$ cat config.mk
export PLATFORM = sky130hd
export DESIGN_NAME = fetch_unit_flat
export DESIGN_NICKNAME = d
export VERILOG_FILES = /design/src/rtl/fetch_unit_if.sv /design/src/rtl/fetch_unit.sv /design/src/flat_wrapper.sv
export SDC_FILE = /design/constraint.sdc
export NUM_CORES = 1
export LEC_CHECK = 0
export ABC_AREA = 1
export CORE_ASPECT_RATIO = 1.5
export CORE_MARGIN = 8
export CORE_UTILIZATION = 25
export CTS_CLUSTER_DIAMETER = 100
export DETAILED_ROUTE_END_ITERATION = 12
export PLACE_DENSITY = 0.44
export SYNTH_ARGS = -nofsm -noshare
export SYNTH_HDL_FRONTEND = slang
export SYNTH_SLANG_ARGS = --single-unit
export TNS_END_PERCENT = 1
$ cat constraint.sdc
create_clock -name clk -period 2.7 [get_ports clk]
set_input_delay 0.27 -clock clk [delete_from_list [all_inputs] [get_ports clk]]
set_output_delay 0.27 -clock clk [all_outputs]
set_load 0.01 [all_outputs]
$ cat src/rtl/fetch_unit_if.sv
// Program-memory write port of the fetch stage: valid/ready handshake carrying address and data.
// Latency: none (wires only). Backpressure: slave holds ready low while it is executing; master keeps valid asserted.
interface fetch_unit_if #(
    parameter int PC_W = 4,
    parameter int OP_W = 8
);
    logic            prog_valid;
    logic            prog_ready;
    logic [PC_W-1:0] prog_addr;
    logic [OP_W-1:0] prog_data;

    modport master (
        output prog_valid,
        output prog_addr,
        output prog_data,
        input  prog_ready
    );

    modport slave (
        input  prog_valid,
        input  prog_addr,
        input  prog_data,
        output prog_ready
    );
endinterface

$ cat src/rtl/fetch_unit.sv
// TD4 fetch stage: program memory, PC, icount and HALT/RUN/STEP control; FETCH_BOOT_ROM_EN selects the demo reset image.
// Latency: op = mem[pc] combinationally (0 cycles); a retire updates pc on the next edge.
// Backpressure: prog_ready is high only in HALT, so writes stall while the core executes.
module fetch_unit #(
    parameter int PC_W = 4,
    parameter int OP_W = 8
) (
    input  logic            clk,
    input  logic            rst_n,
    input  logic            run,
    input  logic            step,
    input  logic            pc_load_n,
    input  logic [PC_W-1:0] pc_target,
    fetch_unit_if.slave     prog,
    output logic [OP_W-1:0] op,
    output logic            op_valid,
    output logic [PC_W-1:0] pc,
    output logic [7:0]      icount,
    output logic            halted
);
    localparam int DEPTH = 1 << PC_W;

    typedef enum logic [1:0] {
        S_HALT = 2'd0,
        S_RUN  = 2'd1,
        S_STEP = 2'd2
    } state_t;

    state_t                       state_q, state_d;
    logic [PC_W-1:0]              pc_q, pc_d;
    logic [7:0]                   icount_q, icount_d;
    logic [DEPTH-1:0][OP_W-1:0]   mem_q, mem_d;
    logic                         wr_en;

    function automatic logic [DEPTH-1:0][OP_W-1:0] mem_reset_image();
        logic [DEPTH-1:0][OP_W-1:0] img;
        img = '0;
`ifdef FETCH_BOOT_ROM_EN
        // OUT 1, OUT 2, OUT 4, OUT 8, JMP 0
        img[0] = OP_W'(8'hB1);
        img[1] = OP_W'(8'hB2);
        img[2] = OP_W'(8'hB4);
        img[3] = OP_W'(8'hB8);
        img[4] = OP_W'(8'hF0);
`endif
        return img;
    endfunction

    always_comb begin
        state_d  = state_q;
        op_valid = 1'b0;
        halted   = 1'b0;
        case (state_q)
            S_HALT: begin
                halted = 1'b1;
                if (run)       state_d = S_RUN;
                else if (step) state_d = S_STEP;
            end
            S_RUN: begin
                op_valid = 1'b1;
                if (!run) state_d = S_HALT;
            end
            S_STEP: begin
                op_valid = 1'b1;
                state_d  = S_HALT;
            end
            default: state_d = S_HALT;
        endcase
    end

    assign prog.prog_ready = halted;
    assign wr_en           = prog.prog_valid & halted;

    always_comb begin
        pc_d     = pc_q;
        icount_d = icount_q;
        if (op_valid) begin
            pc_d     = pc_load_n ? pc_q + PC_W'(1) : pc_target;
            icount_d = icount_q + 8'd1;
        end
    end

    // Writing in HALT never races a fetch, so op simply reflects the new byte next cycle.
    always_comb begin
        mem_d = mem_q;
        if (wr_en) mem_d[prog.prog_addr] = prog.prog_data;
    end

    always_ff @(posedge clk or negedge rst_n) begin
        if (!rst_n) begin
            state_q  <= S_HALT;
            pc_q     <= '0;
            icount_q <= '0;
            mem_q    <= mem_reset_image();
        end else begin
            state_q  <= state_d;
            pc_q     <= pc_d;
            icount_q <= icount_d;
            mem_q    <= mem_d;
        end
    end

    assign op     = mem_q[pc_q];
    assign pc     = pc_q;
    assign icount = icount_q;
endmodule

$ cat src/flat_wrapper.sv
// flat-port wrapper written by rule: the top's interface ports become plain ports
module fetch_unit_flat 
#(
    parameter int PC_W = 4,
    parameter int OP_W = 8
)
  (clk, rst_n, run, step, pc_load_n, pc_target, op, op_valid, pc, icount, halted, prog_prog_valid, prog_prog_addr, prog_prog_data, prog_prog_ready);
  fetch_unit_if #(.PC_W(PC_W), .OP_W(OP_W)) prog_i ();
  input  logic clk;
  input  logic rst_n;
  input  logic run;
  input  logic step;
  input  logic pc_load_n;
  input  logic [PC_W-1:0] pc_target;
  output logic [OP_W-1:0] op;
  output logic op_valid;
  output logic [PC_W-1:0] pc;
  output logic [7:0] icount;
  output logic halted;
  input wire logic [$bits(prog_i.prog_valid)-1:0] prog_prog_valid;
  input wire logic [$bits(prog_i.prog_addr)-1:0] prog_prog_addr;
  input wire logic [$bits(prog_i.prog_data)-1:0] prog_prog_data;
  output wire logic [$bits(prog_i.prog_ready)-1:0] prog_prog_ready;
  assign prog_i.prog_valid = prog_prog_valid;
  assign prog_i.prog_addr = prog_prog_addr;
  assign prog_i.prog_data = prog_prog_data;
  assign prog_prog_ready = prog_i.prog_ready;
  fetch_unit #(.PC_W(PC_W), .OP_W(OP_W)) u_core (.clk(clk), .rst_n(rst_n), .run(run), .step(step), .pc_load_n(pc_load_n), .pc_target(pc_target), .prog(prog_i), .op(op), .op_valid(op_valid), .pc(pc), .icount(icount), .halted(halted));
endmodule
==> CHANGELOG.md <==
### Implementation results

- Tool Warnings: 28
- Status: complete, no violations
- Final hold viol count: 0
- Root Buffer: clkbuf_16
- Worst hold path class: in -> async
- Place WS: 0.5440 ns
- Vias per cell: 4.455
- Latency at later pin: 0.43 ns
- DPL Wire Length: 14.21 mm
- Leak: 4.025 nW
- Cell Type Count: 23
- RePlAce Congestion: 0.7731
- Pin count of the biggest net entering global routing: between 50 and 60
- Sink Count: 142
- Antenna Nets Post-Route: 0
- GRT Total Usage: 0.1324
- # Max-Cap Violations: 0
- Clock Tree Buf Depth: 2
- Pre-Place Util: 0.2518
- Final number of setup-violating endpoints: 0
- Core area: 0.02778 mm²
- Top-area cell share: 0.5081
- RSZ-0062 raised after global routing: no
- Fin Clk Skew: 0.005013 ns
- Syn Area/Cell: 7.661 µm²
- Maximum VDD drop: 0.4732 mV
- Initial DRC Count: roughly 430
- F_max: approximately 0.4 GHz
- Area Overhead vs Synth: 18.18%
- Syn_nets: approximately 940
- Yosys cell count: 913
- Crit path DRT: ~2.4 ns
- NumNets Final: 968
- Crit end category: output pin
- Pre-antenna DRT Iters: 5
- Clk slew on worst S/H paths: 0.06 ns
- Synth Cell Area: approximately 0.0070 mm²
- Global-route wire length before repair: about 34 mm
- Die Y-Extent: about 220 µm
- Initial antenna violation count: 0
- Leading area contributor after synthesis: dfrtp_1
- H-tree depth: 4
- Synthesis area per yosys: 0.006994 mm²
- Setup Crit Path Kind: reg -> out
- Vias: a little under 6000
- Slew Limit Fails: 0
- CP arrival: 2.27 ns
- Die Area: ~0.034 mm²
- Vias in the first global route: roughly 5700
- Min setup slack post-route: about 0.16 ns
- Worst slew pin tran: 0.7357 ns
- Startpoint type of the worst setup path: flop
- Setup TNS: 0 ns
- PD cells: 1175 mW/mm²
- Crit path time final: 2.543 ns
- Biggest area cells: dfrtp_1 51%, nand2_1 17%, o21ai_0 9.6%
- Std cell rows: 75
- Warnings, synthesis: 0
- Final period util: 0.9418
- Flops after synth: between 100 and 150
- Max FO, Critical Path: 29
- Share of cells above drive strength 1: 0.05037
- IO buf count: 44
- Drc violations: 0
- Remaining Overflow, GRT: 0
- CTS Hold Bufs: 1
- Setup repair bufs after CTS: 0
- Io pins: 45
- TritonCTS clock tree: yes
- Layout filler cell count: 3031
- Post-cts sizing count: 0
- Die width: approximately 150 µm
- CTS Buf Count: 17
- Antenna cells: 0
- Seq share, synth: 0.5081
- Syn Inst Count: 913
- Max-slew headroom: 0.5090
- Drt total wl: ~22 mm
==> power breakdown <==
part / leakage [nW] / switching [mW] / internal [mW] / total [mW]
clock: 0.270 / 0.891 / 1.33 / 2.22
sequential: 1.84 / 0.490 / 3.00 / 3.49
combinational: 1.91 / 2.42 / 1.59 / 4.01
==> worst max-delay path: stages (launching register included) <==
cell and delay (ns):
dfrtp_2 0.43, inv_2 0.11, buf_12 0.20, nand2_1 0.07, nand2_1 0.07, nand2_1 0.05, nand3_1 0.08, nand3_1 0.11
nand2_1 0.16, clkdlybuf4s50_1 0.56
==> sequential cells by signal, indices dropped and copies added, names as in the netlist <==
name	flops
u_core.state_q	2
u_core.icount	8
u_core.mem_q	128
u_core.pc	4
==> synthesized netlist by cell type <==
cell and instances:
a21oi_1 3, a22o_1 1, and3_1 1, buf_1 1, buf_2 15, buf_4 1
buf_6 16, clkbuf_1 18, clkinv_1 1, dfrtp_1 142, ha_1 5, inv_1 124
nand2_1 326, nand3_1 99, nand4_1 1, nor2_1 9, nor3_2 2, o21ai_0 134
o21ai_1 6, o22ai_1 1, or2_2 1, xnor2_1 3, xor2_1 3
==> final cells by class <==
cell class | instances | area, µm² | share of cell area
clock buffers | 24 | 481.7 | 0.05828
multi-input cells | 595 | 2638 | 0.3191
well taps | 346 | 432.9 | 0.05238
clock inverters | 7 | 62.56 | 0.007569
flip-flops and latches | 142 | 3555 | 0.4301
repair buffers | 60 | 626.9 | 0.07584
inverters | 125 | 469.2 | 0.05677
==> final timing paths <==
kind	startpoint	to	slack, ns	cells past startpoint
min in group clk	u_core.icount[7]	u_core.icount[7]	0.47	1
min	rst_n	u_core.state_q[1]	0.39	2
max	u_core.pc[0]	op[6]	0.16	9
max in group asynchronous	rst_n	u_core.pc[0]	1.61	3
min reg2reg	u_core.icount[7]	u_core.icount[7]	0.47	1
max reg2reg	u_core.state_q[0]	u_core.mem_q[5]	0.63	6
==> kinds of logic after synthesis <==
logic type	synth area share
compound gates	0.1045
simple gates	0.2562
buf+inv	0.1148
xor+xnor	0.007515
flops	0.5081
fa+ha+maj	0.008945
==> stage by stage <==
| step | hold slack (ns) | instance area [µm²] | total power [mW] | instances | util |
|---|---|---|---|---|---|
| global route | 0.4412 | 8265 | 10.54 | 1299 | 0.2976 |
| finish | 0.3945 | 8265 | 9.713 | 1299 | 0.2976 |
| floorplan | -0.02559 | 6994 | 5.956 | 913 | - |
| detailed placement | 0.2832 | 7711 | 7.602 | 1267 | 0.2776 |
| CTS | 0.4146 | 8265 | 9.870 | 1299 | 0.2976 |
| global placement | 0.2910 | 7711 | 7.580 | 1267 | 0.2776 |
==> placed cells by master (no fill, tap or decap), drive strengths merged, types with 5 or more instances in the layout <==
master / instances
nand2: 326
buf: 16
nor2: 9
clkdlybuf4s50: 43
o21ai: 140
clkinv: 6
dfrtp: 142
clkbuf: 24
nand3: 99
ha: 5
inv: 124
==> per-layer routing <==
metal	global-route usage	routed length, µm	share of wire	vias up
met5	0	0	0	-
met4	0.05061	465	0.022	0
met3	0.02400	664	0.031	26
met2	0.2336	11130	0.52	102
met1	0.1564	9329	0.43	2759
li1	-	-	-	2900
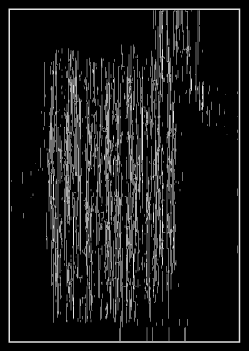
Fig. 1. Signal wires on met2.
Scale: 1.5 px per µm.
longest straight run	101 µm
nets with wire on the layer	691
wire length on this layer	11100 µm
main direction	vertical
share of all routed wire	52%

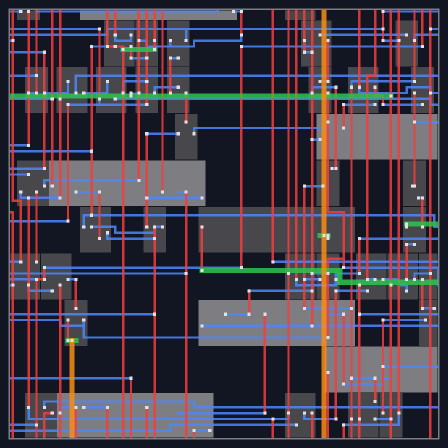
Fig. 2. Zoomed window.
Window x 64 to 89, y 98 to 123 µm. Cells in grey, sequential cells in the stronger grey; small squares are vias.
layer	colour
met1	blue
met3	green
met4	orange
met2	red
sequential cells in the window	5
cells with their middle in the window	39
netlist names of flops here include	u_core.mem_q (5)
most frequent	nand2_1 (15), nand3_1 (10)

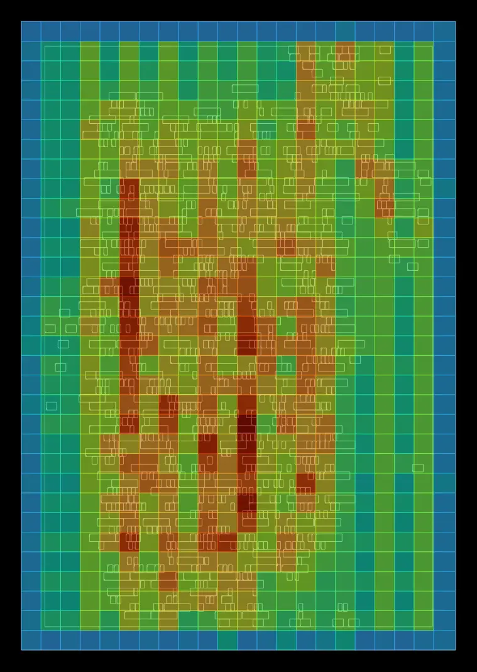
Fig. 3. Routing congestion.
met3 Use GR: 0.02400
global routing usage on met2: 0.2336
Wirelength per Cell: 16.62 µm
fin util: 0.2976

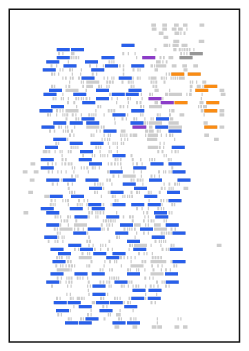
Fig. 4. Sequential cells grouped by signal name.
Scale: 1.5 px per µm.
signal	colour	sequential cells
u_core.pc	purple	4
u_core.icount	orange	8
u_core.mem_q	blue	128
not coloured	2
Seq area share: 0.4301
Storage cell area: 0.003555 mm²

Power figures rest on the tool's default switching activity, not on a simulated workload.
